<file path="src/rtl/cpu_pkg.sv">
// Shared definitions for the execute stage: widths, opcodes, FSM states, flag indices.
package cpu_pkg;

  localparam int unsigned DW     = 16;
  localparam int unsigned AW     = 4;
  localparam int unsigned OPW    = 4;
  localparam int unsigned NFLAGS = 4;
  localparam int unsigned CNT_W  = $clog2(DW) + 1;

  localparam logic [OPW-1:0] OP_ADD = 4'h0;
  localparam logic [OPW-1:0] OP_SUB = 4'h1;
  localparam logic [OPW-1:0] OP_AND = 4'h2;
  localparam logic [OPW-1:0] OP_OR  = 4'h3;
  localparam logic [OPW-1:0] OP_XOR = 4'h4;
  localparam logic [OPW-1:0] OP_NOT = 4'h5;
  localparam logic [OPW-1:0] OP_SHL = 4'h6;
  localparam logic [OPW-1:0] OP_SHR = 4'h7;
  localparam logic [OPW-1:0] OP_SRA = 4'h8;
  localparam logic [OPW-1:0] OP_MUL = 4'h9;
  localparam logic [OPW-1:0] OP_MOV = 4'hA;
  localparam logic [OPW-1:0] OP_CMP = 4'hB;

  // Bit positions inside the {Z,N,C,V} flag vector
  localparam int unsigned FLAG_V = 0;
  localparam int unsigned FLAG_C = 1;
  localparam int unsigned FLAG_N = 2;
  localparam int unsigned FLAG_Z = 3;

  typedef enum logic [1:0] {
    IDLE = 2'd0,
    ITER = 2'd1,
    WB   = 2'd2
  } state_e;

  function automatic logic is_legal(input logic [OPW-1:0] op);
    return op <= OP_CMP;
  endfunction

  // CMP and undefined opcodes never touch the register file
  function automatic logic writes_back(input logic [OPW-1:0] op);
    return is_legal(op) && (op != OP_CMP);
  endfunction

  // Shifts by zero complete in the single-cycle path
  function automatic logic is_iter(input logic [OPW-1:0] op, input logic [3:0] amt);
    return (op == OP_MUL) ||
           (((op == OP_SHL) || (op == OP_SHR) || (op == OP_SRA)) && (amt != 4'd0));
  endfunction

endpackage

</file>
<file path="src/rtl/alu_iter_unit.sv">
// Iterative shifter (1 bit/cycle) and shift-add multiplier (DW cycles).
// The first step is applied while loading, so an N-step operation shows
// done during the N-th cycle after start.
// Ports: start (load op/a/b), op, a, b (b[3:0] = shift amount),
//        done (result final this cycle), result, carry.
module alu_iter_unit
  import cpu_pkg::*;
(
  input  logic           clk,
  input  logic           rst_n,
  input  logic           start,
  input  logic [OPW-1:0] op,
  input  logic [DW-1:0]  a,
  input  logic [DW-1:0]  b,
  output logic           done,
  output logic [DW-1:0]  result,
  output logic           carry
);

  logic             active_q, active_d;
  logic             done_q, done_d;
  logic [CNT_W-1:0] cnt_q, cnt_d;
  logic [OPW-1:0]   op_q, op_d;
  logic [DW-1:0]    lo_q, lo_d;
  logic [DW-1:0]    hi_q, hi_d;
  logic [DW-1:0]    mc_q, mc_d;
  logic             cy_q, cy_d;

  logic [OPW-1:0]   src_op;
  logic [DW-1:0]    src_lo, src_hi, src_mc;
  logic             src_cy;
  logic [DW-1:0]    step_lo, step_hi;
  logic             step_cy;
  logic [DW:0]      mul_sum;

  // One shift / shift-add step on either freshly loaded operands or current state
  always_comb begin
    src_op = op_q;
    src_lo = lo_q;
    src_hi = hi_q;
    src_mc = mc_q;
    src_cy = cy_q;
    if (start) begin
      src_op = op;
      src_mc = a;
      src_hi = '0;
      src_cy = 1'b0;
      src_lo = (op == OP_MUL) ? b : a;
    end

    step_lo = src_lo;
    step_hi = src_hi;
    step_cy = src_cy;
    mul_sum = '0;
    case (src_op)
      OP_SHL: begin
        step_cy = src_lo[DW-1];
        step_lo = {src_lo[DW-2:0], 1'b0};
      end
      OP_SHR: begin
        step_cy = src_lo[0];
        step_lo = {1'b0, src_lo[DW-1:1]};
      end
      OP_SRA: begin
        step_cy = src_lo[0];
        step_lo = {src_lo[DW-1], src_lo[DW-1:1]};
      end
      OP_MUL: begin
        // {hi,lo} holds partial product in hi and remaining multiplier in lo
        mul_sum = {1'b0, src_hi} + (src_lo[0] ? {1'b0, src_mc} : {(DW+1){1'b0}});
        step_hi = mul_sum[DW:1];
        step_lo = {mul_sum[0], src_lo[DW-1:1]};
      end
      default: ;
    endcase
  end

  // Sequencing: load+step on start, step until count expires, then release
  always_comb begin
    active_d = active_q;
    done_d   = done_q;
    cnt_d    = cnt_q;
    op_d     = op_q;
    lo_d     = lo_q;
    hi_d     = hi_q;
    mc_d     = mc_q;
    cy_d     = cy_q;
    if (start) begin
      active_d = 1'b1;
      op_d     = op;
      mc_d     = a;
      lo_d     = step_lo;
      hi_d     = step_hi;
      cy_d     = step_cy;
      cnt_d    = (op == OP_MUL) ? CNT_W'(DW - 1) : (CNT_W'(b[3:0]) - CNT_W'(1));
      done_d   = (cnt_d == '0);
    end else if (active_q) begin
      if (done_q) begin
        active_d = 1'b0;
        done_d   = 1'b0;
      end else begin
        lo_d   = step_lo;
        hi_d   = step_hi;
        cy_d   = step_cy;
        cnt_d  = cnt_q - CNT_W'(1);
        done_d = (cnt_q == CNT_W'(1));
      end
    end
  end

  always_ff @(posedge clk or negedge rst_n) begin
    if (!rst_n) begin
      active_q <= 1'b0;
      done_q   <= 1'b0;
      cnt_q    <= '0;
      op_q     <= '0;
      lo_q     <= '0;
      hi_q     <= '0;
      mc_q     <= '0;
      cy_q     <= 1'b0;
    end else begin
      active_q <= active_d;
      done_q   <= done_d;
      cnt_q    <= cnt_d;
      op_q     <= op_d;
      lo_q     <= lo_d;
      hi_q     <= hi_d;
      mc_q     <= mc_d;
      cy_q     <= cy_d;
    end
  end

  assign done   = done_q;
  assign result = lo_q;
  // MUL carry reports a truncated product (any upper bit set)
  assign carry  = (op_q == OP_MUL) ? (|hi_q) : cy_q;

endmodule

</file>
<file path="src/rtl/alu_exec_stage.sv">
// Execute stage behind the 16x16 register file: single-cycle ALU, iterative
// shift/MUL, one-cycle register-file write-back strobe and Z/N/C/V flags.
// Ports: in_valid/in_ready handshake with opcode/dest/op_a/op_b;
//        wb_enable/wb_reg/wb_data to the register file write port;
//        flags {Z,N,C,V}; busy (op in flight); illegal (undefined opcode pulse).
module alu_exec_stage
  import cpu_pkg::*;
(
  input  logic              clk,
  input  logic              rst_n,
  input  logic              in_valid,
  output logic              in_ready,
  input  logic [OPW-1:0]    opcode,
  input  logic [AW-1:0]     dest,
  input  logic [DW-1:0]     op_a,
  input  logic [DW-1:0]     op_b,
  output logic              wb_enable,
  output logic [AW-1:0]     wb_reg,
  output logic [DW-1:0]     wb_data,
  output logic [NFLAGS-1:0] flags,
  output logic              busy,
  output logic              illegal
);

  state_e            state_q, state_d;
  logic [OPW-1:0]    op_q, op_d;
  logic [AW-1:0]     dest_q, dest_d;
  logic [DW-1:0]     res_q, res_d;
  logic              c_q, c_d;
  logic              v_q, v_d;
  logic              wb_en_q, wb_en_d;
  logic [AW-1:0]     wb_reg_q, wb_reg_d;
  logic [DW-1:0]     wb_data_q, wb_data_d;
  logic [NFLAGS-1:0] flags_q, flags_d;
  logic              busy_q, busy_d;
  logic              rdy_q, rdy_d;
  logic              ill_q, ill_d;

  logic              transfer_c;
  logic              start_c;
  logic              iter_done;
  logic [DW-1:0]     iter_res;
  logic              iter_carry;

  logic [DW:0]       sum_c, diff_c;
  logic [DW-1:0]     alu_res_c;
  logic              alu_c_c, alu_v_c;

  assign transfer_c = in_valid && rdy_q;

  // Single-cycle ALU on the live operands (only used at transfer)
  always_comb begin
    sum_c     = {1'b0, op_a} + {1'b0, op_b};
    diff_c    = {1'b0, op_a} - {1'b0, op_b};
    alu_res_c = '0;
    alu_c_c   = 1'b0;
    alu_v_c   = 1'b0;
    case (opcode)
      OP_ADD: begin
        alu_res_c = sum_c[DW-1:0];
        alu_c_c   = sum_c[DW];
        alu_v_c   = (op_a[DW-1] == op_b[DW-1]) && (alu_res_c[DW-1] != op_a[DW-1]);
      end
      OP_SUB, OP_CMP: begin
        alu_res_c = diff_c[DW-1:0];
        alu_c_c   = diff_c[DW];
        alu_v_c   = (op_a[DW-1] != op_b[DW-1]) && (alu_res_c[DW-1] != op_a[DW-1]);
      end
      OP_AND:                 alu_res_c = op_a & op_b;
      OP_OR:                  alu_res_c = op_a | op_b;
      OP_XOR:                 alu_res_c = op_a ^ op_b;
      OP_NOT:                 alu_res_c = ~op_a;
      OP_MOV:                 alu_res_c = op_b;
      OP_SHL, OP_SHR, OP_SRA: alu_res_c = op_a;  // zero-amount shift
      default:                alu_res_c = '0;
    endcase
  end

  alu_iter_unit u_iter (
    .clk    (clk),
    .rst_n  (rst_n),
    .start  (start_c),
    .op     (opcode),
    .a      (op_a),
    .b      (op_b),
    .done   (iter_done),
    .result (iter_res),
    .carry  (iter_carry)
  );

  // FSM next state, capture registers and registered outputs
  always_comb begin
    state_d   = state_q;
    op_d      = op_q;
    dest_d    = dest_q;
    res_d     = res_q;
    c_d       = c_q;
    v_d       = v_q;
    wb_en_d   = 1'b0;
    wb_reg_d  = '0;
    wb_data_d = '0;
    ill_d     = 1'b0;
    start_c   = 1'b0;
    flags_d   = flags_q;

    case (state_q)
      IDLE: begin
        if (transfer_c) begin
          op_d   = opcode;
          dest_d = dest;
          if (is_iter(opcode, op_b[3:0])) begin
            start_c = 1'b1;
            state_d = ITER;
          end else begin
            state_d = WB;
            res_d   = alu_res_c;
            c_d     = alu_c_c;
            v_d     = alu_v_c;
            ill_d   = !is_legal(opcode);
            if (writes_back(opcode)) begin
              wb_en_d   = 1'b1;
              wb_reg_d  = dest;
              wb_data_d = alu_res_c;
            end
          end
        end
      end
      ITER: begin
        if (iter_done) begin
          state_d   = WB;
          res_d     = iter_res;
          c_d       = iter_carry;
          v_d       = 1'b0;
          wb_en_d   = 1'b1;
          wb_reg_d  = dest_q;
          wb_data_d = iter_res;
        end
      end
      WB: begin
        state_d = IDLE;
        if (is_legal(op_q)) begin
          flags_d[FLAG_Z] = (res_q == '0);
          flags_d[FLAG_N] = res_q[DW-1];
          flags_d[FLAG_C] = c_q;
          flags_d[FLAG_V] = v_q;
        end
      end
      default: state_d = IDLE;
    endcase

    rdy_d  = (state_d == IDLE);
    busy_d = (state_d != IDLE);
  end

  always_ff @(posedge clk or negedge rst_n) begin
    if (!rst_n) begin
      state_q   <= IDLE;
      op_q      <= '0;
      dest_q    <= '0;
      res_q     <= '0;
      c_q       <= 1'b0;
      v_q       <= 1'b0;
      wb_en_q   <= 1'b0;
      wb_reg_q  <= '0;
      wb_data_q <= '0;
      flags_q   <= '0;
      busy_q    <= 1'b0;
      rdy_q     <= 1'b0;
      ill_q     <= 1'b0;
    end else begin
      state_q   <= state_d;
      op_q      <= op_d;
      dest_q    <= dest_d;
      res_q     <= res_d;
      c_q       <= c_d;
      v_q       <= v_d;
      wb_en_q   <= wb_en_d;
      wb_reg_q  <= wb_reg_d;
      wb_data_q <= wb_data_d;
      flags_q   <= flags_d;
      busy_q    <= busy_d;
      rdy_q     <= rdy_d;
      ill_q     <= ill_d;
    end
  end

  assign in_ready  = rdy_q;
  assign wb_enable = wb_en_q;
  assign wb_reg    = wb_reg_q;
  assign wb_data   = wb_data_q;
  assign flags     = flags_q;
  assign busy      = busy_q;
  assign illegal   = ill_q;

endmodule
</file>
<file path="config.mk">
export PLATFORM = sky130hd
export DESIGN_NAME = alu_exec_stage
export DESIGN_NICKNAME = d
export VERILOG_FILES = /design/src/rtl/cpu_pkg.sv /design/src/rtl/alu_iter_unit.sv /design/src/rtl/alu_exec_stage.sv
export SDC_FILE = /design/constraint.sdc
export NUM_CORES = 1
export LEC_CHECK = 0
export CORE_MARGIN = 2
export CORE_UTILIZATION = 60
export DETAILED_ROUTE_END_ITERATION = 8
export MAX_ROUTING_LAYER = met4
export PLACE_DENSITY = 0.81
export SLEW_MARGIN = 20
export SYNTH_ARGS = -nofsm -noshare
export SYNTH_HDL_FRONTEND = slang
export SYNTH_SLANG_ARGS = --single-unit
</file>
<file path="constraint.sdc">
create_clock -name clk -period 5.9 [get_ports clk]
set_input_delay 1.18 -clock clk [delete_from_list [all_inputs] [get_ports clk]]
set_output_delay 1.18 -clock clk [all_outputs]
set_load 0.02 [all_outputs]
</file>
Figure 1. Wiring by layer.
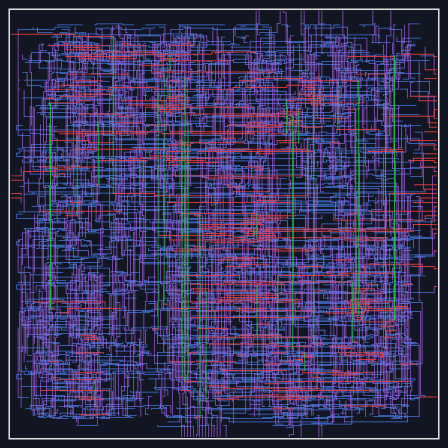
- metal 3: red (wire length 3,260 um)
- metal 4: green (wire length 1,240 um)
- metal 1: blue (wire length 13,800 um)
- metal 2: purple (wire length 15,000 um)
routed len/inst: 22.63 um
final wirelength: 33.29 mm

Figure 2. Selected gate families.
The bar under the picture is 50 um long.
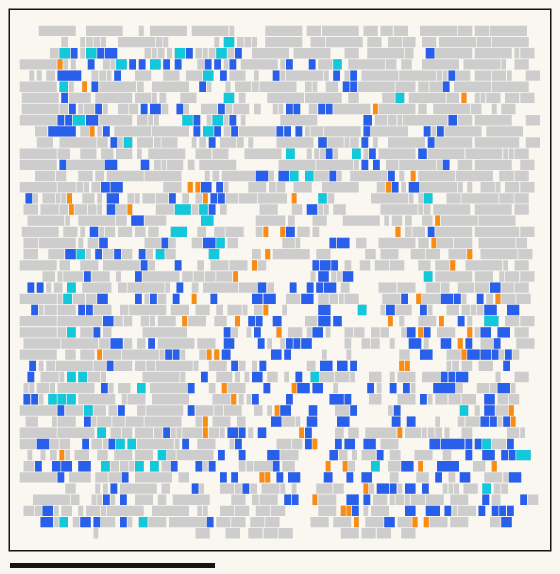
- aoi and oai cells: blue (cells 307; where all over the die)
- inv cells: orange (cells 67)
- and/or cells: cyan (cells 59; where all over the die)
non-filler cells, final: 1,471
combinational share of cell area: 0.5610
Top cell excl fill/tap: nand2_1

Figure 3. Signal metal coverage by tile.
The die is cut into 26 by 26 equal tiles; dark blue is low, red is high, scaled to the fullest tile. Values are wire area over tile area, all layers added.
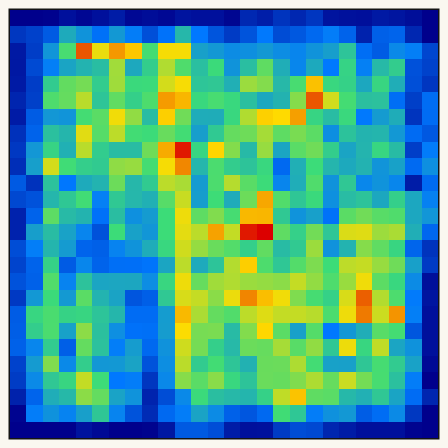
- mean over tiles: 0.33
- densest ninth of the die: centre
- nearly empty tiles: 3.4%
- fullest tile: 0.82
Tot GR Track Use: 0.3951
via count: 9,930

Figure 4. Clock nets.
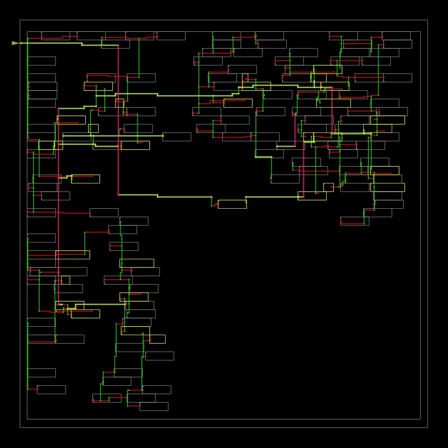
Clock Skew: 0.01586 ns
CTS Sinks: 114
CLK BUF: 20
TritonCTS buffer count: 17
flop count: 114

==> run_results.csv <==
group,metric,value,unit
outcome,outcome,"finished, final reports clean",
final_layout,antennaDiodeCount,0,
setup_path,crit_required,6.23,ns
logic_synthesis,flop_cell,"dfrtp_1",
grt,grt_pass1_vias,9306,
setup_path,start_kind,"input pin",
detailed_routing,drtPass1Iterations,6,
logic_synthesis,ys_ff,114,
floorplan,die_x,131.6,um
floorplan,die_h,131.6,um
final_layout,lay_top_cells,"nand2_1, dfrtp_1, o21ai_0, a21oi_1, nor2_1",
grt,grt_busiest_layer,"met2",
logic_synthesis,synth_cells,1196,
grt,grt_max_degree,72,
power_and_ir_drop,worst_ir_drop_vdd,347.7,uV
logic_synthesis,netlist_area,0.009766,mm^2
detailed_routing,drtAntennaViolNets,0,
final_layout,layout.area.comb,0.006331,mm^2
cts,htreeDepth,4,
logic_synthesis,synth_warnings,0,
cts,ctsHoldBuffers,0,
logic_synthesis,ys_top_cells_by_area,"dfrtp_1, ha_1, o21ai_0, a21oi_1, nand2_1",
placed_design,dpl.hpwl,24.37,mm
power_and_ir_drop,p_leak,5.011,nW
grt,grt_use_met3,0.07639,
setup_path,critPathMaxFanout,25,
cts,post_cts_buffers,0,
final_timing,finalSetupViolCount,0,
logic_synthesis,yosys-stat-area,0.009766,mm^2
final_timing,slew_headroom,0.3393,
power_and_ir_drop,switchingPower,1.684,mW
min_path,hp-class,"reg2reg",
final_timing,finalSetupTns,0,ns
logic_synthesis,edf_count,0,
detailed_routing,via_per_inst,6.751,
final_layout,syn_to_final_growth,15.55,%
## power by group through the flow
| stage | sequential [mW] | clock (mW) | combinational (mW) |
|---|---|---|---|
| after floorplan | 1.24 | 0 | 1.18 |
| after global placement | 1.26 | 0 | 1.66 |
| after detailed placement | 1.26 | 0 | 1.69 |
| after CTS | 1.26 | 1.17 | 1.72 |
| after global routing | 1.30 | 1.21 | 1.91 |
| final | 1.27 | 1.16 | 1.76 |
## cell type report
| class | count | share of cell area |
|---|---|---|
| well taps | 216 | 0.02395 |
| repair buffers | 98 | 0.08050 |
| inverters | 67 | 0.02229 |
| clock buffers | 20 | 0.04136 |
| multi-input cells | 944 | 0.5610 |
| flip-flops and latches | 114 | 0.2528 |
| clock inverters | 12 | 0.01807 |
## cell usage after synthesis, types with 7 or more instances
library cell  count
o31ai_1           9
a21oi_1          93
nand3_1          54
nor2b_1          25
mux2_2           23
a211oi_1         12
o22a_1            7
nand2_1         122
a22o_1            7
and3_1            8
nor3_1           24
buf_2            18
clkbuf_1         41
a211o_1           7
o22ai_1          14
dfrtp_1         114
mux2i_1          13
or3_1             8
nor2_1           84
xnor2_1          17
inv_1            63
a21o_1           14
o21a_1           10
ha_1             70
o21ai_0          98
xor2_1            8
and2_1           21
a31oi_1          11
nand2b_1         19
nor4_1           13
o211ai_1          9
or4_1            12
a221o_1           8
## path summary, 6_finish.rpt
path / startpoint / end / slack, ns / cells past startpoint
min: dest_q[1] / dest_q[1] / 0.48 / 2
max: op_b[1] / u_iter.hi_q[13] / 0.42 / 17
min reg2reg: dest_q[1] / dest_q[1] / 0.48 / 2
max reg2reg: state_q[1] / u_iter.hi_q[13] / 1.88 / 13
min in group asynchronous: rst_n / flags[0] / 0.91 / 1
max in group asynchronous: rst_n / res_q[12] / 3.87 / 2
## critical path, stage by stage
cell and delay (ns):
clkdlybuf4s50_1 0.51, inv_1 0.25, ha_1 0.23, or3b_4 0.41
o21ai_2 0.14, a21o_4 0.32, buf_4 0.26, nand2_1 0.07
o21ai_0 0.13, nor2b_1 0.21, ha_1 0.31, a2111oi_0 0.45
o21ai_0 0.23, a31o_2 0.30, o21ai_0 0.34, o22ai_1 0.18
o31ai_1 0.27
## layer usage
metal,up-vias,routed length (um)
li1,4444,-
met1,4838,13840
met2,574,14950
met3,74,3255
met4,0,1243
met5,-,0
## through the flow
step           hold slack, ns  total power [mW]    util  area, um^2  setup slack (ns)
5_1_grt                0.4979             4.409  0.7104       11280            0.1546
3_3_place_gp           0.4595             2.914  0.6678       10610            0.3745
6_report               0.4828             4.194  0.7104       11280            0.4217
4_1_cts                0.4827             4.148  0.7100       11280            0.4219
2_1_floorplan          0.4394             2.422       -        9766            0.6226
3_5_place_dp           0.4677             2.958  0.6678       10610           0.09093
## logic make-up (layout without fill, tap and decap cells)
family,after synthesis,in the layout,share of synthesized area
compound gates,378,378,0.2559
buf+inv,138,197,0.06073
flops,114,114,0.2921
simple gates,424,424,0.2210
fa+ha+maj,73,73,0.09584
xor+xnor,25,25,0.02242
mux,44,44,0.05202
Power figures rest on the tool's default switching activity, not on a simulated workload.
